### Clock distribution, run 1

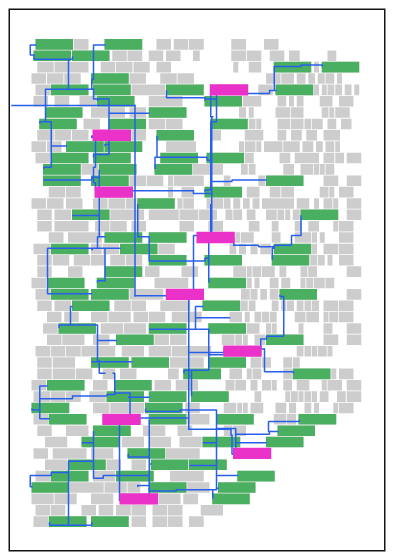
### Signal metal coverage by tile, run 1

The bar under the picture is 20 um long. The die is cut into 18 by 26 equal tiles; dark purple is low, yellow is high, scaled to the fullest tile. Values are wire area over tile area, all layers added.
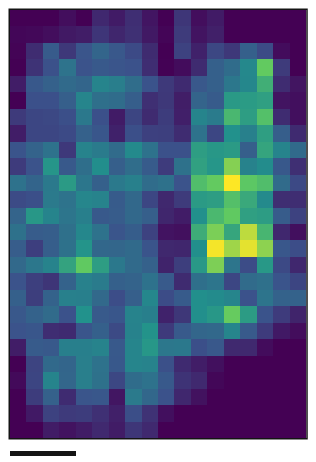
### Met4 routing, run 1

The bar under the picture is 20 um long. Supply wires on this layer in grey.
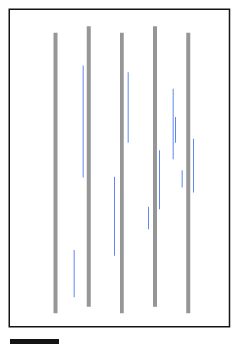
$ cat src/rtl/lzs_src_pkg.sv
// rtl/lzs_src_pkg.sv - shared constants and state encoding for the LZS source fetch controller
package lzs_src_pkg;

   localparam int WORD_BYTES = 8;
   localparam int IDX_W      = 3;

   typedef logic [2:0] state_t;

   localparam state_t ST_IDLE  = 3'd0;
   localparam state_t ST_FETCH = 3'd1;
   localparam state_t ST_SHIFT = 3'd2;
   localparam state_t ST_DRAIN = 3'd3;
   localparam state_t ST_DONE  = 3'd4;

endpackage

$ cat src/rtl/lzs_byte_unpack.sv
// rtl/lzs_byte_unpack.sv - holds one 64-bit source word and presents it little-endian, one byte at a time
module lzs_byte_unpack
   import lzs_src_pkg::*;
(
   input  logic                    clk,
   input  logic                    rst,
   input  logic                    load,
   input  logic                    advance,
   input  logic [8*WORD_BYTES-1:0] word_in,
   output logic [7:0]              byte_out,
   output logic                    idx_last
);

   logic [8*WORD_BYTES-1:0] word;
   logic [IDX_W-1:0]        idx;

   // load wins over advance so a zero-bubble reload restarts at byte 0
   always_ff @(posedge clk or posedge rst) begin
      if (rst) begin
         word <= '0;
         idx  <= '0;
      end else if (load) begin
         word <= word_in;
         idx  <= '0;
      end else if (advance) begin
         idx  <= idx + 1'b1;
      end
   end

   assign byte_out = word[{idx, 3'b000} +: 8];
   assign idx_last = (idx == IDX_W'(WORD_BYTES - 1));

endmodule

$ cat src/rtl/lzs_src_fetch_ctrl.sv
// rtl/lzs_src_fetch_ctrl.sv - pops the show-ahead source FIFO and streams the programmed byte count to the encoder
module lzs_src_fetch_ctrl
   import lzs_src_pkg::*;
#(
   parameter int LZF_WIDTH = 20
) (
   input  logic                 clk,
   input  logic                 rst,
   input  logic                 ce,
   input  logic                 start,
   input  logic [LZF_WIDTH-1:0] fi_cnt,
   input  logic                 src_empty,
   input  logic [63:0]          fi,
   input  logic                 m_last,
   output logic                 m_src_getn,
   output logic [7:0]           byte_o,
   output logic                 byte_valid,
   input  logic                 byte_ready,
   output logic                 byte_last,
   output logic                 busy,
   output logic                 done,
   output logic                 m_endn,
   output logic                 err_short
);

   localparam logic [LZF_WIDTH-1:0] REM_ONE = LZF_WIDTH'(1);

   state_t               state;
   logic [LZF_WIDTH-1:0] rem;
   logic                 head_ok;
   logic                 fire;
   logic                 rem_is_one;
   logic                 idx_last;
   logic                 pop;
   logic                 load;
   logic                 advance;

   assign head_ok    = ce && !src_empty;
   assign fire       = ce && (state == ST_SHIFT) && byte_ready;
   assign rem_is_one = (rem == REM_ONE);

   // the terminator is popped like any other word; it is simply never loaded
   always_comb begin
      pop  = 1'b0;
      load = 1'b0;
      case (state)
         ST_FETCH: begin
            pop  = head_ok;
            load = head_ok && !m_last;
         end
         ST_SHIFT: begin
            if (fire && !rem_is_one && idx_last) begin
               pop  = head_ok;
               load = head_ok && !m_last;
            end
         end
         ST_DRAIN: pop = head_ok;
         default: ;
      endcase
   end

   assign advance    = fire && !load;
   assign m_src_getn = !pop;
   assign byte_valid = ce && (state == ST_SHIFT);
   assign byte_last  = (state == ST_SHIFT) && rem_is_one;
   assign busy       = (state != ST_IDLE);
   assign done       = ce && (state == ST_DONE);
   assign m_endn     = !done;

   lzs_byte_unpack u_unpack (
      .clk      (clk),
      .rst      (rst),
      .load     (load),
      .advance  (advance),
      .word_in  (fi),
      .byte_out (byte_o),
      .idx_last (idx_last)
   );

   always_ff @(posedge clk or posedge rst) begin
      if (rst) begin
         state     <= ST_IDLE;
         rem       <= '0;
         err_short <= 1'b0;
      end else if (ce) begin
         case (state)
            ST_IDLE: begin
               if (start) begin
                  rem       <= fi_cnt;
                  err_short <= 1'b0;
                  state     <= (fi_cnt == '0) ? ST_DRAIN : ST_FETCH;
               end
            end
            ST_FETCH: begin
               if (!src_empty) begin
                  if (m_last) begin
                     err_short <= 1'b1;
                     state     <= ST_DONE;
                  end else begin
                     state     <= ST_SHIFT;
                  end
               end
            end
            ST_SHIFT: begin
               if (byte_ready) begin
                  if (rem != '0) rem <= rem - REM_ONE;
                  if (rem_is_one) begin
                     state <= ST_DRAIN;
                  end else if (idx_last) begin
                     if (src_empty) begin
                        state <= ST_FETCH;
                     end else if (m_last) begin
                        err_short <= 1'b1;
                        state     <= ST_DONE;
                     end
                  end
               end
            end
            ST_DRAIN: begin
               if (!src_empty && m_last) state <= ST_DONE;
            end
            ST_DONE:  state <= ST_IDLE;
            default:  state <= ST_IDLE;
         endcase
      end
   end

endmodule

$ cat config.mk
export PLATFORM = sky130hd
export DESIGN_NAME = lzs_src_fetch_ctrl
export DESIGN_NICKNAME = d
export VERILOG_FILES = /design/src/rtl/lzs_src_pkg.sv /design/src/rtl/lzs_byte_unpack.sv /design/src/rtl/lzs_src_fetch_ctrl.sv
export SDC_FILE = /design/constraint.sdc
export NUM_CORES = 1
export LEC_CHECK = 0
export CORE_ASPECT_RATIO = 1.5
export CORE_MARGIN = 5
export CORE_UTILIZATION = 51
export DETAILED_ROUTE_END_ITERATION = 10
export PLACE_DENSITY = 0.77
export SYNTH_ARGS = -nofsm -noshare
export SYNTH_HDL_FRONTEND = slang
export SYNTH_SLANG_ARGS = --single-unit
$ cat constraint.sdc
create_clock -name clk -period 3.1 [get_ports clk]
set_input_delay 0.465 -clock clk [delete_from_list [all_inputs] [get_ports clk]]
set_output_delay 0.465 -clock clk [all_outputs]
set_load 0.02 [all_outputs]
==> flow_metrics.env, run 1 <==
# source this file to load flow results
export IMPL_tightest_slew_ns=0.645
export IMPL_hold_path_startpoint="u_unpack.word[16]"
export IMPL_yosysTopAreaCell="dfrtp_1"
export IMPL_core_util_floorplan=0.523
export IMPL_synth_top_area_share=0.471
export IMPL_internal_power_mw=3.85
export IMPL_cp_slowest_stage_delay_ns=0.60
export IMPL_cts_root_buf="clkbuf_16"
export IMPL_rrSetupSlack_ns=0.50
export IMPL_clock_path_buffers=2
export IMPL_comb_share=0.379
export IMPL_cp_depth=5
export IMPL_final_area_um2=6390
export IMPL_core_area_um2=9250
export IMPL_p_seq_mw=2.29
export IMPL_io_buffer_count=105
export IMPL_grt_pass1_vias=3960
export IMPL_comb_cells=275
export IMPL_endpoint="m_src_getn"
export IMPL_die_w_um=89.5
export IMPL_drtPass1Iterations=5
export IMPL_wl_met2_mm=6.59
export IMPL_ctsHtreeMaxLevel=3
export IMPL_clock_skew_ns=0.00572
export IMPL_yosys_stat_area_um2=4840
export IMPL_peakVddDrop_uv=648
export IMPL_setup_viol=0
export IMPL_grt_busiest_layer="met2"
export IMPL_outcome="finished, final reports clean"
export IMPL_sh_seq_area=0.356
export IMPL_finalClockPeriodUsage=0.958
export IMPL_clkCellAreaFrac=0.0448
export IMPL_critical_path_buf_inv_count=1
export IMPL_taps=112
export IMPL_yosysSeqAreaShare=0.471
export IMPL_via_per_inst=5.97
export IMPL_fin_setup_tns_ns=0
export IMPL_ant_nets=0
export IMPL_final_layout_size_suffix_gt1_frac=0.251
export IMPL_ys_sh_simple=0.104
export IMPL_comb_power_mw=2.72
export IMPL_flop_count=91
export IMPL_final_net_count=600
export IMPL_swShare=0.365
export IMPL_cts_buffers=9
export IMPL_top_cells_by_count="dfrtp_1, mux2_2, a21oi_1"
export IMPL_antenna_cells=0
export IMPL_rows=43
export IMPL_top_area_cell_class="multi-input combinational cells"
export IMPL_hold_slack_ns=0.508
export IMPL_ys_sh_xor=0.00181
export IMPL_grt_overflow_total=0
export IMPL_grt_usage=0.223
export IMPL_syn_inst=397
export IMPL_post_route_util=0.691
export IMPL_drt_iter0_drc=156
export IMPL_fillers=699
export IMPL_fmax_ghz=0.337
export IMPL_synth_main_ff_cell="dfrtp_1"
export IMPL_power_mw=6.06
export IMPL_drc=0
export IMPL_n_all_inverters=7
export IMPL_yosys_cell_types_count=51
export IMPL_rsz0062_at_grt="no"
export IMPL_crit_type="reg -> out"
export IMPL_rr_startpoint="u_unpack.idx[2]"
export IMPL_cp_startpoint="rem[16]"
export IMPL_final_cells=621
export IMPL_finalHoldViolations=0
export IMPL_cts_tree="built"
export IMPL_power_density_nw_per_um2=949
export IMPL_die_h_um=129
export IMPL_fin_ws_ns=0.131
export IMPL_clock_sinks=91
export IMPL_final_comb_area_um2=2420
export IMPL_regMostFlops="u_unpack.word"
export IMPL_grtUsageMet2=0.392
export IMPL_tool_warnings=28
Back to the opening pictures, 'Clock distribution':
[green] flip-flops | count: 91
[magenta] clock drivers | count: 9
[blue] clock wires | length: 1090 um
routed clock nets: 10
Clock group: 1.04 mW
clock share of power: 0.172
clock latency on the worst-skew pair: 0.34 ns

Back to the opening pictures, 'Signal metal coverage by tile':
fullest tile: 0.65
tiles over half the peak: 12%
nearly empty tiles: 14%

Back to the opening pictures, 'Met4 routing':
longest straight run: 45.6 um
wire length on this layer: 225 um
Vias: 3708
WL final: 12.4 mm

### Cell placement, run 1

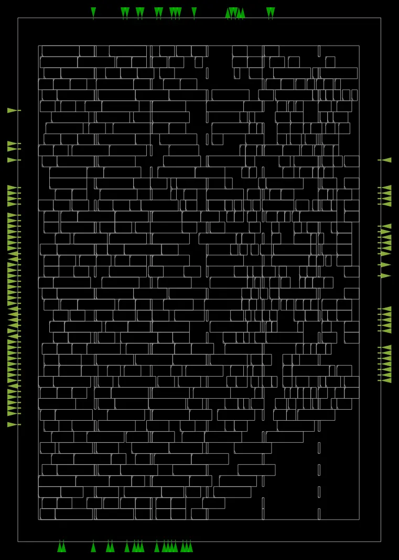

==> inputs of run 2 (changes only) <==
--- a/config.mk
+++ b/config.mk
@@ -10,6 +10,7 @@
 export CORE_UTILIZATION = 51
 export DETAILED_ROUTE_END_ITERATION = 10
 export PLACE_DENSITY = 0.77
+export SLEW_MARGIN = 20
 export SYNTH_ARGS = -nofsm -noshare
 export SYNTH_HDL_FRONTEND = slang
 export SYNTH_SLANG_ARGS = --single-unit
==> constraint.sdc (replaced) <==
create_clock -name clk -period 3.1 [get_ports clk]
set_input_delay 0.465 -clock clk [delete_from_list [all_inputs] [get_ports clk]]
set_output_delay 0.465 -clock clk [all_outputs]
set_load 0.005 [all_outputs]
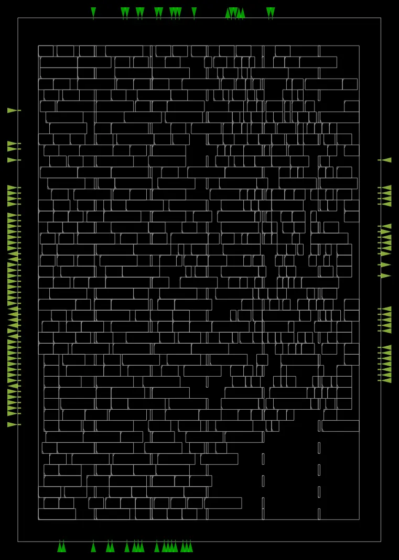
*Cell placement, run 2*
Seq area share: 0.358
non-filler instance count after layout: 620

==> run 2 against run 1 <==
Die area is the same. Synthesized cell count unchanged. Cell count is 0.16% lower. Combinational power is 4% lower. Non-clock buffer count is 1 lower. Register-to-register slack better by 0.13 ns. Largest power group unchanged.
==> flow_metrics.env, run 2 <==
# source this file to load flow results
export IMPL_outcome="finished, final reports clean"
export IMPL_syn_inst=397
export IMPL_cp_depth=5
export IMPL_top_area_cell_class="multi-input combinational cells"
export IMPL_cts_buffers=9
export IMPL_fmax_ghz=0.347
export IMPL_drt_iter0_drc=146
export IMPL_yosysSeqAreaShare=0.471
export IMPL_tightest_slew_ns=0.604
export IMPL_power_density_nw_per_um2=940
export IMPL_final_net_count=599
export IMPL_flop_count=91
export IMPL_grtUsageMet2=0.410
export IMPL_fillers=688
export IMPL_internal_power_mw=3.93
export IMPL_critical_path_buf_inv_count=1
export IMPL_via_per_inst=5.99
export IMPL_comb_power_mw=2.60
export IMPL_final_comb_area_um2=2430
export IMPL_cp_slowest_stage_delay_ns=0.60
export IMPL_n_all_inverters=7
export IMPL_final_area_um2=6360
export IMPL_vias=3711
export IMPL_die_h_um=129
export IMPL_p_seq_mw=2.27
export IMPL_clock_path_buffers=2
export IMPL_swShare=0.342
export IMPL_post_route_util=0.687
export IMPL_tool_warnings=28
export IMPL_ys_sh_simple=0.104
export IMPL_clkCellAreaFrac=0.0474
export IMPL_hold_slack_ns=0.466
export IMPL_globalplace_congestion=0.886
export IMPL_regMostFlops="u_unpack.word"
export IMPL_ant_nets=0
export IMPL_rows=43
export IMPL_ys_sh_xor=0.00181
export IMPL_cp_startpoint="rem[16]"
export IMPL_grt_busiest_layer="met2"
export IMPL_rsz0062_at_grt="no"
export IMPL_drc=0
export IMPL_drtPass1Iterations=5
export IMPL_grt_overflow_total=0
export IMPL_fin_setup_tns_ns=0
export IMPL_grt_pass1_vias=4005
export IMPL_ctsHtreeMaxLevel=3
export IMPL_top_cells_by_count="dfrtp_1, mux2_2, a21oi_1"
export IMPL_endpoint="byte_last"
export IMPL_peakVddDrop_uv=537
export IMPL_cts_tree="built"
export IMPL_clkLatencyLatePin_ns=0.34
export IMPL_synth_top_area_share=0.471
export IMPL_p_clk_frac=0.185
export IMPL_wl_met2_mm=6.70
export IMPL_finalClockPeriodUsage=0.929
export IMPL_clock_skew_ns=0.00606
export IMPL_core_area_um2=9250
export IMPL_fin_ws_ns=0.219
export IMPL_drt_wl_total_mm=12.4
export IMPL_synth_main_ff_cell="dfrtp_1"
export IMPL_setup_viol=0
export IMPL_finalHoldViolations=0
export IMPL_yosysTopAreaCell="dfrtp_1"
export IMPL_comb_share=0.383
export IMPL_crit_type="reg -> out"
export IMPL_clock_sinks=91
export IMPL_die_w_um=89.5
export IMPL_rr_startpoint="u_unpack.idx[0]"
export IMPL_grt_usage=0.228
export IMPL_taps=112
export IMPL_power_mw=5.98
export IMPL_cts_root_buf="clkbuf_16"
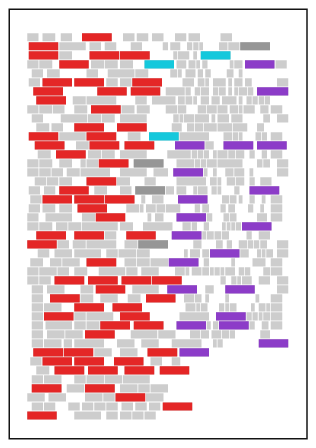
*Register map, names as in the netlist, run 2*
Other sequential cells in the stronger grey, the rest of the logic in the fainter grey.
[purple] rem | placed flops: 20
[red] u_unpack.word | placed flops: 64
[cyan] state | placed flops: 3
not coloured: 4

### Met4 routing, run 2

The bar under the picture is 20 um long. Supply wires on this layer in grey.
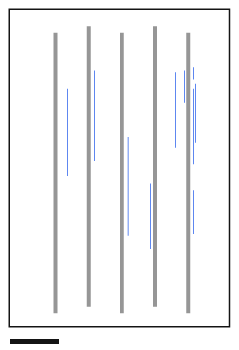

==> inputs of run 3 (changes only) <==
--- a/config.mk
+++ b/config.mk
@@ -6,7 +6,6 @@
 export NUM_CORES = 1
 export LEC_CHECK = 0
 export CORE_ASPECT_RATIO = 1.5
-export CORE_MARGIN = 5
 export CORE_UTILIZATION = 51
 export DETAILED_ROUTE_END_ITERATION = 10
 export PLACE_DENSITY = 0.77
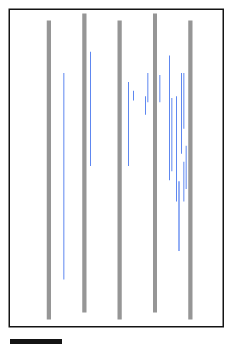
*Met4 routing, run 3*
The bar under the picture is 20 um long. Supply wires on this layer in grey.
longest straight run: 78.9 um
nets with wire on the layer: 14
wire length on this layer: 411 um
WL final: 12.2 mm
Vias: 3762

==> run 3 against run 2 <==
Area after synthesis did not move. Cell count rose by 0.16%. Critical path depth unchanged. Combinational power about the same. Clock skew up 0.0016 ns. Power increased by 1.8%. Largest power group unchanged.
==> flow_metrics.env, run 3 <==
# source this file to load flow results
export IMPL_flop_count=91
export IMPL_core_area_um2=9250
export IMPL_cp_startpoint="rem[16]"
export IMPL_comb_cells=275
export IMPL_ys_sh_xor=0.00181
export IMPL_fillers=691
export IMPL_post_route_util=0.692
export IMPL_power_density_nw_per_um2=950
export IMPL_peakVddDrop_uv=564
export IMPL_rrSetupSlack_ns=0.48
export IMPL_antenna_cells=0
export IMPL_outcome="finished, final reports clean"
export IMPL_grt_busiest_layer="met2"
export IMPL_hold_slack_ns=0.448
export IMPL_comb_share=0.380
export IMPL_cts_buffers=9
export IMPL_clkCellAreaFrac=0.0496
export IMPL_cts_tree="built"
export IMPL_yosys_cell_types_count=51
export IMPL_cts_root_buf="clkbuf_16"
export IMPL_clock_skew_ns=0.00764
export IMPL_sh_seq_area=0.356
export IMPL_top_area_cell_class="multi-input combinational cells"
export IMPL_drtPass1Iterations=5
export IMPL_p_seq_mw=2.30
export IMPL_tool_warnings=28
export IMPL_final_cells=621
export IMPL_rows=43
export IMPL_final_layout_size_suffix_gt1_frac=0.259
export IMPL_die_w_um=81.5
export IMPL_n_all_inverters=7
export IMPL_grtUsageMet2=0.466
export IMPL_syn_inst=397
export IMPL_rsz0062_at_grt="no"
export IMPL_grt_pass1_vias=3954
export IMPL_synth_top_area_share=0.471
export IMPL_core_util_floorplan=0.523
export IMPL_final_comb_area_um2=2440
export IMPL_ctsHtreeMaxLevel=3
export IMPL_ys_sh_simple=0.104
export IMPL_power_mw=6.08
export IMPL_critical_path_buf_inv_count=1
export IMPL_yosys_stat_area_um2=4840
export IMPL_top_cells_by_count="dfrtp_1, mux2_2, a21oi_1"
export IMPL_taps=112
export IMPL_fmax_ghz=0.353
export IMPL_ant_nets=0
export IMPL_globalplace_congestion=0.840
export IMPL_swShare=0.340
export IMPL_cp_depth=5
export IMPL_finalHoldViolations=0
export IMPL_crit_type="reg -> out"
export IMPL_drc=0
export IMPL_p_clk_frac=0.192
export IMPL_via_per_inst=6.06
export IMPL_rr_startpoint="u_unpack.idx[0]"
export IMPL_finalClockPeriodUsage=0.913
export IMPL_fin_ws_ns=0.271
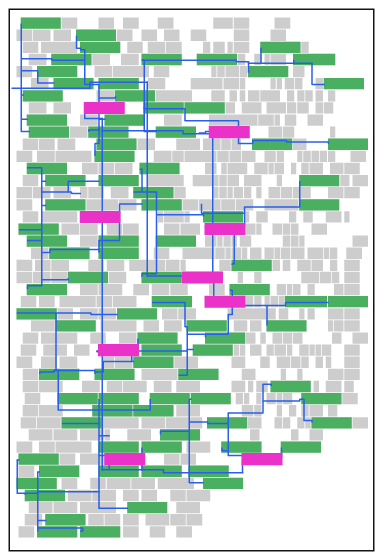
*Clock distribution, run 3*
[blue] clock wires | length: 1080 um
[magenta] clock drivers | count: 9
[green] flip-flops | count: 91
routed clock nets: 10
flops lie: spread over the die

No activity file was given, so power comes from the tool's default toggle rates.
